`config.mk`:
```
export PLATFORM = sky130hd
export DESIGN_NAME = am2940_seq
export DESIGN_NICKNAME = d
export VERILOG_FILES = /design/src/rtl/am2940_pkg.sv /design/src/rtl/am2940_seq.sv
export SDC_FILE = /design/constraint.sdc
export NUM_CORES = 1
export LEC_CHECK = 0
export CORE_MARGIN = 5
export CORE_UTILIZATION = 35
export CTS_BUF_LIST = sky130_fd_sc_hd__clkbuf_4
export CTS_CLUSTER_DIAMETER = 120
export DETAILED_ROUTE_END_ITERATION = 10
export GPL_TIMING_DRIVEN = 0
export PLACE_DENSITY_LB_ADDON = 0.25
export SYNTH_ARGS = -nofsm -noshare
export SYNTH_HDL_FRONTEND = slang
export SYNTH_SLANG_ARGS = --single-unit
```
`constraint.sdc`:
```
create_clock -name clk -period 4.9 [get_ports clk]
set_input_delay 1.225 -clock clk [delete_from_list [all_inputs] [get_ports clk]]
set_output_delay 1.225 -clock clk [all_outputs]
set_load 0.02 [all_outputs]
```
`src/rtl/am2940_pkg.sv`:
```
// Shared definitions for the Am2940 DMA sequencer: instruction codes and FSM states.
package am2940_pkg;

    localparam int unsigned DATA_W  = 8;
    localparam int unsigned INSTR_W = 3;

    localparam logic [INSTR_W-1:0] INS_WR_CTRL = 3'b000;
    localparam logic [INSTR_W-1:0] INS_RD_CTRL = 3'b001;
    localparam logic [INSTR_W-1:0] INS_RD_WCNT = 3'b010;
    localparam logic [INSTR_W-1:0] INS_RD_ADDR = 3'b011;
    localparam logic [INSTR_W-1:0] INS_REINIT  = 3'b100;
    localparam logic [INSTR_W-1:0] INS_LD_ADDR = 3'b101;
    localparam logic [INSTR_W-1:0] INS_LD_WCNT = 3'b110;
    localparam logic [INSTR_W-1:0] INS_ENABLE  = 3'b111;

    typedef enum logic [3:0] {
        ST_IDLE,
        ST_WR_CTRL,
        ST_LD_ADDR,
        ST_LD_WCNT,
        ST_ENABLE,
        ST_REQ,
        ST_STEP,
        ST_CHECK,
        ST_FINISH,
        ST_ERROR
    } state_t;

endpackage

```
`src/rtl/am2940_seq.sv`:
```
// DMA block sequencer: programs an Am2940 address generator, then steps it once
// per acknowledged memory transfer until the word counter reports done.
module am2940_seq
    import am2940_pkg::*;
#(
    parameter int unsigned         ACK_TIMEOUT = 16,
    parameter logic [INSTR_W-1:0]  IDLE_INSTR  = 3'b001
) (
    input  logic               clk,
    input  logic               rst_n,
    input  logic               start,
    input  logic               abort,
    input  logic [DATA_W-1:0]  ctrl_word,
    input  logic [DATA_W-1:0]  base_addr,
    input  logic [DATA_W-1:0]  word_cnt,
    output logic [INSTR_W-1:0] instr,
    output logic [DATA_W-1:0]  datain,
    output logic               cina,
    output logic               cinw,
    input  logic [DATA_W-1:0]  address,
    input  logic               done,
    output logic               mem_req,
    output logic [DATA_W-1:0]  mem_addr,
    input  logic               mem_ack,
    output logic               busy,
    output logic               blk_done,
    output logic               err,
    output logic [DATA_W-1:0]  xfer_cnt
);

    localparam int unsigned TMO_W = (ACK_TIMEOUT > 1) ? $clog2(ACK_TIMEOUT) : 1;

    state_t             state, state_nxt;
    logic [TMO_W-1:0]   tmo, tmo_nxt;
    logic [DATA_W-1:0]  base_q, cnt_q;
    logic [DATA_W-1:0]  xfer_nxt;
    logic               capture;

    logic [INSTR_W-1:0] instr_nxt;
    logic [DATA_W-1:0]  datain_nxt;
    logic               step_nxt;
    logic               req_nxt;

    // Next-state, counters and the output values that go with the next state.
    always_comb begin
        state_nxt  = state;
        tmo_nxt    = tmo;
        xfer_nxt   = xfer_cnt;
        capture    = 1'b0;
        instr_nxt  = IDLE_INSTR;
        datain_nxt = '0;
        step_nxt   = 1'b0;
        req_nxt    = 1'b0;

        case (state)
            ST_IDLE: begin
                if (start) begin
                    capture   = 1'b1;
                    xfer_nxt  = '0;
                    state_nxt = (word_cnt == DATA_W'(0)) ? ST_FINISH : ST_WR_CTRL;
                end
            end
            ST_WR_CTRL: state_nxt = ST_LD_ADDR;
            ST_LD_ADDR: state_nxt = ST_LD_WCNT;
            ST_LD_WCNT: state_nxt = ST_ENABLE;
            ST_ENABLE: begin
                state_nxt = ST_REQ;
                tmo_nxt   = '0;
            end
            ST_REQ: begin
                if (mem_ack) begin
                    state_nxt = ST_STEP;
                end else if (tmo == TMO_W'(ACK_TIMEOUT - 1)) begin
                    state_nxt = ST_ERROR;
                end else begin
                    tmo_nxt = tmo + TMO_W'(1);
                end
            end
            ST_STEP: begin
                // The Am2940 has already been stepped, so the transfer counts even under abort.
                if (xfer_cnt != {DATA_W{1'b1}}) xfer_nxt = xfer_cnt + DATA_W'(1);
                state_nxt = ST_CHECK;
            end
            ST_CHECK: begin
                if (done) begin
                    state_nxt = ST_FINISH;
                end else if (xfer_cnt == cnt_q) begin
                    state_nxt = ST_ERROR;
                end else begin
                    state_nxt = ST_REQ;
                    tmo_nxt   = '0;
                end
            end
            ST_FINISH: state_nxt = ST_IDLE;
            ST_ERROR:  state_nxt = ST_IDLE;
            default:   state_nxt = ST_IDLE;
        endcase

        if (abort && (state inside {ST_WR_CTRL, ST_LD_ADDR, ST_LD_WCNT, ST_ENABLE,
                                    ST_REQ, ST_STEP, ST_CHECK})) begin
            state_nxt = ST_ERROR;
        end

        // WR_CTRL is only entered from the start cycle, so the live ctrl_word is the captured one.
        case (state_nxt)
            ST_WR_CTRL: begin
                instr_nxt  = INS_WR_CTRL;
                datain_nxt = ctrl_word;
            end
            ST_LD_ADDR: begin
                instr_nxt  = INS_LD_ADDR;
                datain_nxt = base_q;
            end
            ST_LD_WCNT: begin
                instr_nxt  = INS_LD_WCNT;
                datain_nxt = cnt_q;
            end
            ST_ENABLE: instr_nxt = INS_ENABLE;
            ST_REQ: begin
                instr_nxt = INS_ENABLE;
                req_nxt   = 1'b1;
            end
            ST_STEP: step_nxt = 1'b1;
            default: ;
        endcase
    end

    always_ff @(posedge clk or negedge rst_n) begin
        if (!rst_n) begin
            state    <= ST_IDLE;
            tmo      <= '0;
            base_q   <= '0;
            cnt_q    <= '0;
            xfer_cnt <= '0;
            instr    <= IDLE_INSTR;
            datain   <= '0;
            cina     <= 1'b0;
            cinw     <= 1'b0;
            mem_req  <= 1'b0;
            busy     <= 1'b0;
            blk_done <= 1'b0;
            err      <= 1'b0;
        end else begin
            state    <= state_nxt;
            tmo      <= tmo_nxt;
            xfer_cnt <= xfer_nxt;
            if (capture) begin
                base_q <= base_addr;
                cnt_q  <= word_cnt;
            end
            instr    <= instr_nxt;
            datain   <= datain_nxt;
            cina     <= step_nxt;
            cinw     <= step_nxt;
            mem_req  <= req_nxt;
            busy     <= (state_nxt != ST_IDLE);
            blk_done <= (state_nxt == ST_FINISH);
            err      <= (state_nxt == ST_ERROR);
        end
    end

    // Address is only presented to memory while a transfer is being requested.
    assign mem_addr = mem_req ? address : '0;

endmodule
```
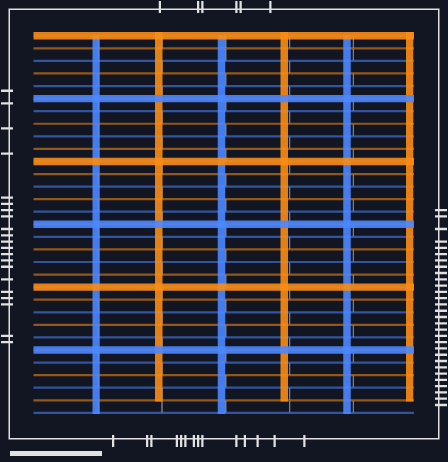
Run 1: power grid
Scale bar: 20 um. Pins as bars on the die edge. Tap cells in grey.
- VDD: orange
- VSS: blue
- signal pins: 71
- met1 rails: 31
- met4 straps: 6
- tap cells: 80

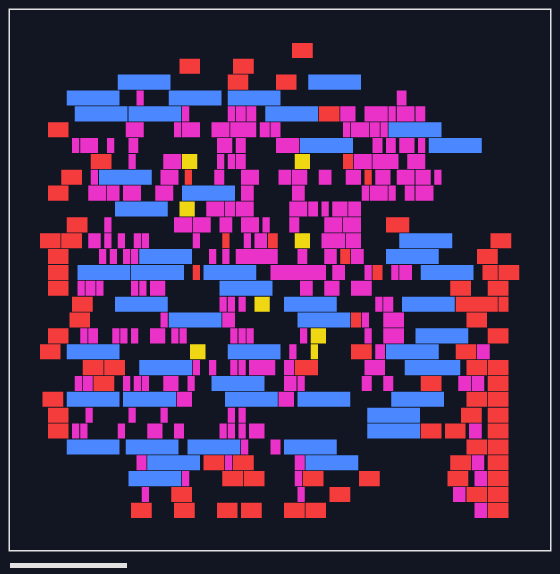
Run 1: placed cells, one colour a class
Scale bar: 20 um.
- clock drivers and dummy loads: yellow (cells 8; share of their area 1.8%)
- all other logic: magenta (cells 191; share of their area 35%)
- flip-flops: blue (cells 48; share of their area 38%)
- other buffers and delay cells: red (cells 83; share of their area 25%)

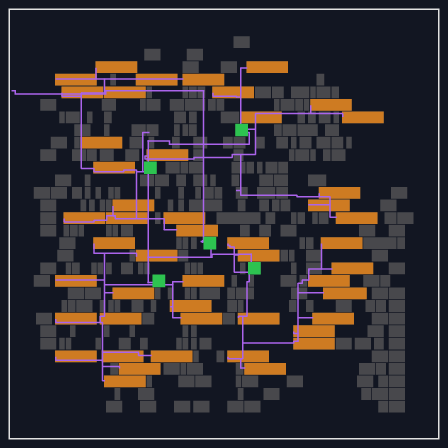
Run 1: clock wires, drivers and flops
- cells driving clock nets: green (count 5)
- clock wires: purple (length 621 um)
- flip-flops: orange (count 48)
- routed clock nets: 6

==> job_summary.md, run 1 <==
### Metrics collected by this job

| Metric | Value |
|---|---|
| Count of input and output buffers | 70 |
| Maximum number of pins on one net before global-route repair | 38 |
| Power share of the clock group | 11.4% |
| Power drawn by the sequential cells | 0.641 mW |
| Count of cells along the worst hold path | 2 |
| Die width | 92.61 um |
| Count of inserted antenna diode cells | 0 |
| Clock Sink Count | 48 |
| Power dissipated in combinational cells | 0.839 mW |
| Total Negative Setup Slacks | 0 ps |
| Remaining DRCs | 0 |
| Largest power group | combinational cells |
| Final hold vios | 0 |
| Synth Area per Inst | 9.516 um^2 |
| Non-filler instance count after layout | 410 |
| Number of max-slew violations in the final report | 0 |
| Post-route minimum period | 3632 ps |
| Die boundary height | 92.61 um |
| Max-cap violations | 0 |
| Number of vias in the routed layout | 2,027 |
| Area Growth Syn to Fin | 36.51% |
| OpenROAD warning count | 26 |
| Flip-flop cell with the highest count after synthesis | sky130_fd_sc_hd__dfrtp_1 |
| Count of cells along the worst register-to-register path | 8 |
| H-tree lvl count | 2 |
| Transition time of the tightest slew-check pin | 676.9 ps |
| Die area | 8577 um^2 |
| Endpoint of the worst-slack reg-to-reg timing path | datain[2] |
| Drt initial violations | 61 |
| Global-route track usage on met1 | 19.06% |
| All-layer global routing usage | 14.83% |
| Post-synthesis adder-cell area fraction | 1.048% |
| Core Region | 6719 um^2 |
| Wirelength, routed | 6.004 mm |
| Share of total power consumed by net switching | 42.05% |
| Largest fanout of any net on the critical path | 1 |
| Most frequent cell on the critical path | sky130_fd_sc_hd__clkdlybuf4s50_1 |
| Flip-flop and latch count after synthesis | 48 |
| Most frequent logic cell in the layout | sky130_fd_sc_hd__clkdlybuf4s50_1 |
| Sink of the worst hold path | base_q[4] |
| Worst Slack Setup Final | 1268 ps |
| TritonCTS clock tree | yes |
| Top area contributor share | 49.24% |
| Gr busiest metal | met2 |
| Total Nets Final | 369 |
| Setup Buffers After CTS | 0 |
| Layout cell share with drive strength beyond 1 | 8.788% |
| Sequential share of power | 38.4% |
| Switching power | 0.7022 mW |
| Cell accounting for the most synthesized area | sky130_fd_sc_hd__dfrtp_1 |
| Via-to-Cell Ratio | 4.944 |
| Post-synthesis cell type with the largest instance count | sky130_fd_sc_hd__nand2_1 |
| Source-to-sink clock delay at the later pin of the worst-skew pair | 370 ps |
| Number of instances in the synthesized netlist | 251 |
| Hold crit path type | reg2reg |
| Tally of nets with antenna violations remaining after routing | 0 |
| Rows | 30 |
| Root buffer selected by CTS | sky130_fd_sc_hd__clkbuf_4 |
| Clock buffer depth | 2 |
| Run status | finished clean |
| Count of yosys warnings during synthesis | 0 |
| Worst Setup Slack post-DPL | 1242 ps |
| Vias in the first global route | 2,129 |
| Hold bufs inserted after CTS | 0 |
| Antenna violations before repair | 0 |
| Xor and xnor area share after synthesis | 4.767% |
| Number of buffers created by CTS | 5 |
| Data arrival time of the critical path | 2410 ps |
| Final worst-path cycle share | 74.13% |
| Leading cell types by total area after synthesis | sky130_fd_sc_hd__dfrtp_1 49%, sky130_fd_sc_hd__nand2_1 10%, sky130_fd_sc_hd__xor2_1 4.4%, sky130_fd_sc_hd__a22oi_1 2.8%, sky130_fd_sc_hd__and2_1 2.1% |
| Worst Setup EP | mem_addr[7] |
| Number of unique standard cell types used by synthesis | 52 |
| Aoi share | 14.30% |
| Worst path cell trace | clkdlybuf4s50_1 -> and2_1 -> clkdlybuf4s50_1 |
| Number of enable flip-flop cells | 0 |
| Placed insts | 402 |
| Global route total overflow | 0 |
| Synth Area in Simple Gates | 24.15% |
| First drt pass iteration count | 4 |
| Total Power Consumption | 1.670 mW |
| Highest layer used for signal routing | met4 |
| I/O Pins | 71 |
| Floorplan net count | 291 |
| Share of total power in combinational logic | 50.3% |
| Metal2 WL | 2.798 mm |
| Cells resized by post-CTS repair | 0 |
| Cell internal pwr | 0.9677 mW |
| Power attributed to the clock group | 0.190 mW |
| Summed instance area of the synthesized netlist | 2389 um^2 |
[run 1: logic make-up after synthesis]
| family | after synthesis |
|---|---|
| buffers and inverters | 19 |
| muxes | 3 |
| AOI/OAI and AO/OA | 46 |
| xor gates and xnor gates | 13 |
| adders and majority gates | 2 |
| and+or+nand+nor | 120 |
| DFF | 48 |
[run 1: cell type report]
type,count,area [um^2]
plain buffers,12,70.07
clock buffers,6,45.04
clock inverters,2,11.26
fillers,664,3458
inverters,7,26.28
multi-input cells,184,1090
flip-flops and latches,48,1202
well taps,80,100.1
repair buffers,71,715.7
[run 1: critical path: cells and delay by family]
| family | cells | cell delay, ps |
|---|---|---|
| buf+inv | 2 | 1060 |
| simple gates | 1 | 120 |
==> run 2: changes to the inputs <==
==> constraint.sdc (replaced) <==
create_clock -name clk -period 3.4 [get_ports clk]
set_input_delay 0.85 -clock clk [delete_from_list [all_inputs] [get_ports clk]]
set_output_delay 0.85 -clock clk [all_outputs]
set_load 0.02 [all_outputs]
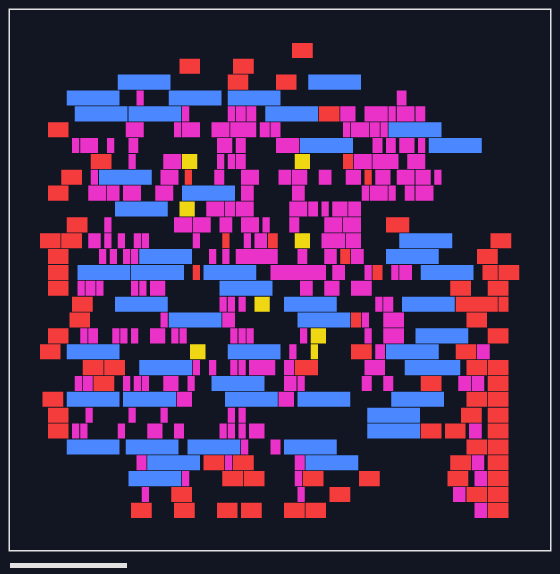
Run 2: placed cells, one colour a class
Scale bar: 20 um.
- all other logic: magenta (cells 191; share of their area 35%)
- other buffers and delay cells: red (cells 83; share of their area 25%)
- flip-flops: blue (cells 48; share of their area 38%)
- clock drivers and dummy loads: yellow (cells 8; share of their area 1.8%)

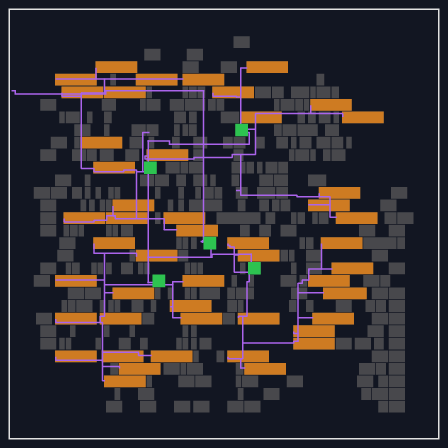
Run 2: clock wires, drivers and flops
- cells driving clock nets: green (count 5)
- flip-flops: orange (count 48)
- clock wires: purple (length 621 um)
- routed clock nets: 6

==> run 2 against run 1 <==
Effect of this change:
- via count unchanged
- register-to-register slack got worse by 1500 ps
- power increased by 44%
- flip-flop count unchanged
- sequential share of layout area unchanged
- largest power group unchanged
==> job_summary.md, run 2 <==
### Metrics collected by this job

| Metric | Value |
|---|---|
| Run status | finished clean |
| Highest layer used for signal routing | met4 |
| Non-filler instance count after layout | 410 (unchanged) |
| Post-synthesis adder-cell area fraction | 1.048% (unchanged) |
| Count of input and output buffers | 70 (unchanged) |
| Seq area share | 36.88% (unchanged) |
| Wirelength, routed | 6.004 mm (unchanged) |
| Xor and xnor area share after synthesis | 4.767% (unchanged) |
| Global route total overflow | 0 (unchanged) |
| Total Power Consumption | 2.407 mW (+44%) |
| Total Nets Final | 369 (unchanged) |
| Non-clock buffer count in the final layout | 83 (unchanged) |
| Antenna violations before repair | 0 (unchanged) |
| Final worst-path cycle share | 84.78% |
| TritonCTS clock tree | yes |
| Hold crit path type | in2async |
| OpenROAD warning count | 26 (unchanged) |
| Number of enable flip-flop cells | 0 (unchanged) |
| All-layer global routing usage | 14.83% (unchanged) |
| Vias in the first global route | 2,129 (unchanged) |
| Cell accounting for the most synthesized area | sky130_fd_sc_hd__dfrtp_1 |
| Synth Area in Simple Gates | 24.15% (unchanged) |
| Gr busiest metal | met2 |
| Tally of nets with antenna violations remaining after routing | 0 (unchanged) |
| Number of max-slew violations in the final report | 0 (unchanged) |
| Number of buffers created by CTS | 5 (unchanged) |
| I/O Pins | 71 (unchanged) |
| Metal2 WL | 2.798 mm (unchanged) |
| Global-route track usage on met1 | 19.06% (unchanged) |
| Clkbuf count | 6 (unchanged) |
| Cells resized by post-CTS repair | 0 (unchanged) |
| Comb gate area | 1090 um^2 (unchanged) |
| Die area | 8577 um^2 (unchanged) |
| Worst Slack Setup Final | 517.6 ps (-750.0 ps) |
| Data arrival time of the critical path | 2030 ps (-380 ps) |
| Summed instance area of the synthesized netlist | 2389 um^2 (unchanged) |
| Endpoint of the worst-slack reg-to-reg timing path | datain[2] |
| Combinational fraction of the cell area | 33.42% (unchanged) |
| Count of inserted antenna diode cells | 0 (unchanged) |
| Area Growth Syn to Fin | 36.51% (unchanged) |
| Source-to-sink clock delay at the later pin of the worst-skew pair | 370 ps (about the same) |
| Number of combinational gates with multiple inputs | 184 (unchanged) |
| Fill cell instance count of the final layout | 664 (unchanged) |
| Clock Network Area Fraction | 1.727% (unchanged) |
| Top area contributor share | 49.24% (unchanged) |
| Setup Buffers After CTS | 0 (unchanged) |
| Flip-flops | 48 (unchanged) |
| Number of vias in the routed layout | 2,027 (unchanged) |
| First drt pass iteration count | 4 (unchanged) |
| Tapcells | 80 (unchanged) |
| Largest fanout of any net on the critical path | 1 (unchanged) |
| Core Region | 6719 um^2 (unchanged) |
| Root buffer selected by CTS | sky130_fd_sc_hd__clkbuf_4 |
| Remaining DRCs | 0 (unchanged) |
| Biggest cell category by area in the final layout | sequential cells |
| Transition time of the tightest slew-check pin | 676.9 ps (unchanged) |
| Leading cell types by total area after synthesis | sky130_fd_sc_hd__dfrtp_1 49%, sky130_fd_sc_hd__nand2_1 10%, sky130_fd_sc_hd__xor2_1 4.4%, sky130_fd_sc_hd__a22oi_1 2.8%, sky130_fd_sc_hd__and2_1 2.1% |
| Drt initial violations | 61 (unchanged) |
| Clock Sink Count | 48 (unchanged) |
| Layout cell share with drive strength beyond 1 | 8.788% (unchanged) |
| Number of unique standard cell types used by synthesis | 52 (unchanged) |
| Floorplan net count | 291 (unchanged) |
| Most frequent logic cell in the layout | sky130_fd_sc_hd__clkdlybuf4s50_1 |
| Non-clock inverters | 7 (unchanged) |
| Flip-flop cell with the highest count after synthesis | sky130_fd_sc_hd__dfrtp_1 |
| Synth Area per Inst | 9.516 um^2 (unchanged) |
| Placed insts | 402 (unchanged) |
| Via-to-Cell Ratio | 4.944 (unchanged) |
| Clock buffer depth | 2 (unchanged) |
==> run 2: cell counts after synthesis <==
No cell type changed its count.
==> run 2: worst max-delay path, stage by stage <==
cell                              delay, ps
sky130_fd_sc_hd__clkdlybuf4s50_1        460
sky130_fd_sc_hd__and2_1                 120
sky130_fd_sc_hd__clkdlybuf4s50_1        600
==> run 2: how the worst max path moves through the flow <==
stage / depth (start not counted) / slack (ps) / endpoint
floorplan: 6 / 1200 / busy
global placement: 1 / 100 / xfer_cnt[4]
detailed placement: 7 / 440 / busy
CTS: 3 / 500 / mem_addr[7]
global route: 3 / 480 / mem_addr[0]
finish: 3 / 520 / mem_addr[7]
==> run 2: power by group <==
part	total, mW	switching (mW)	internal (mW)
clock	0.274	0.187	0.0871
sequential	0.923	0.147	0.776
combinational	1.21	0.678	0.531
total	2.41	1.01	1.39
Power is estimated from default activity; no workload was simulated.
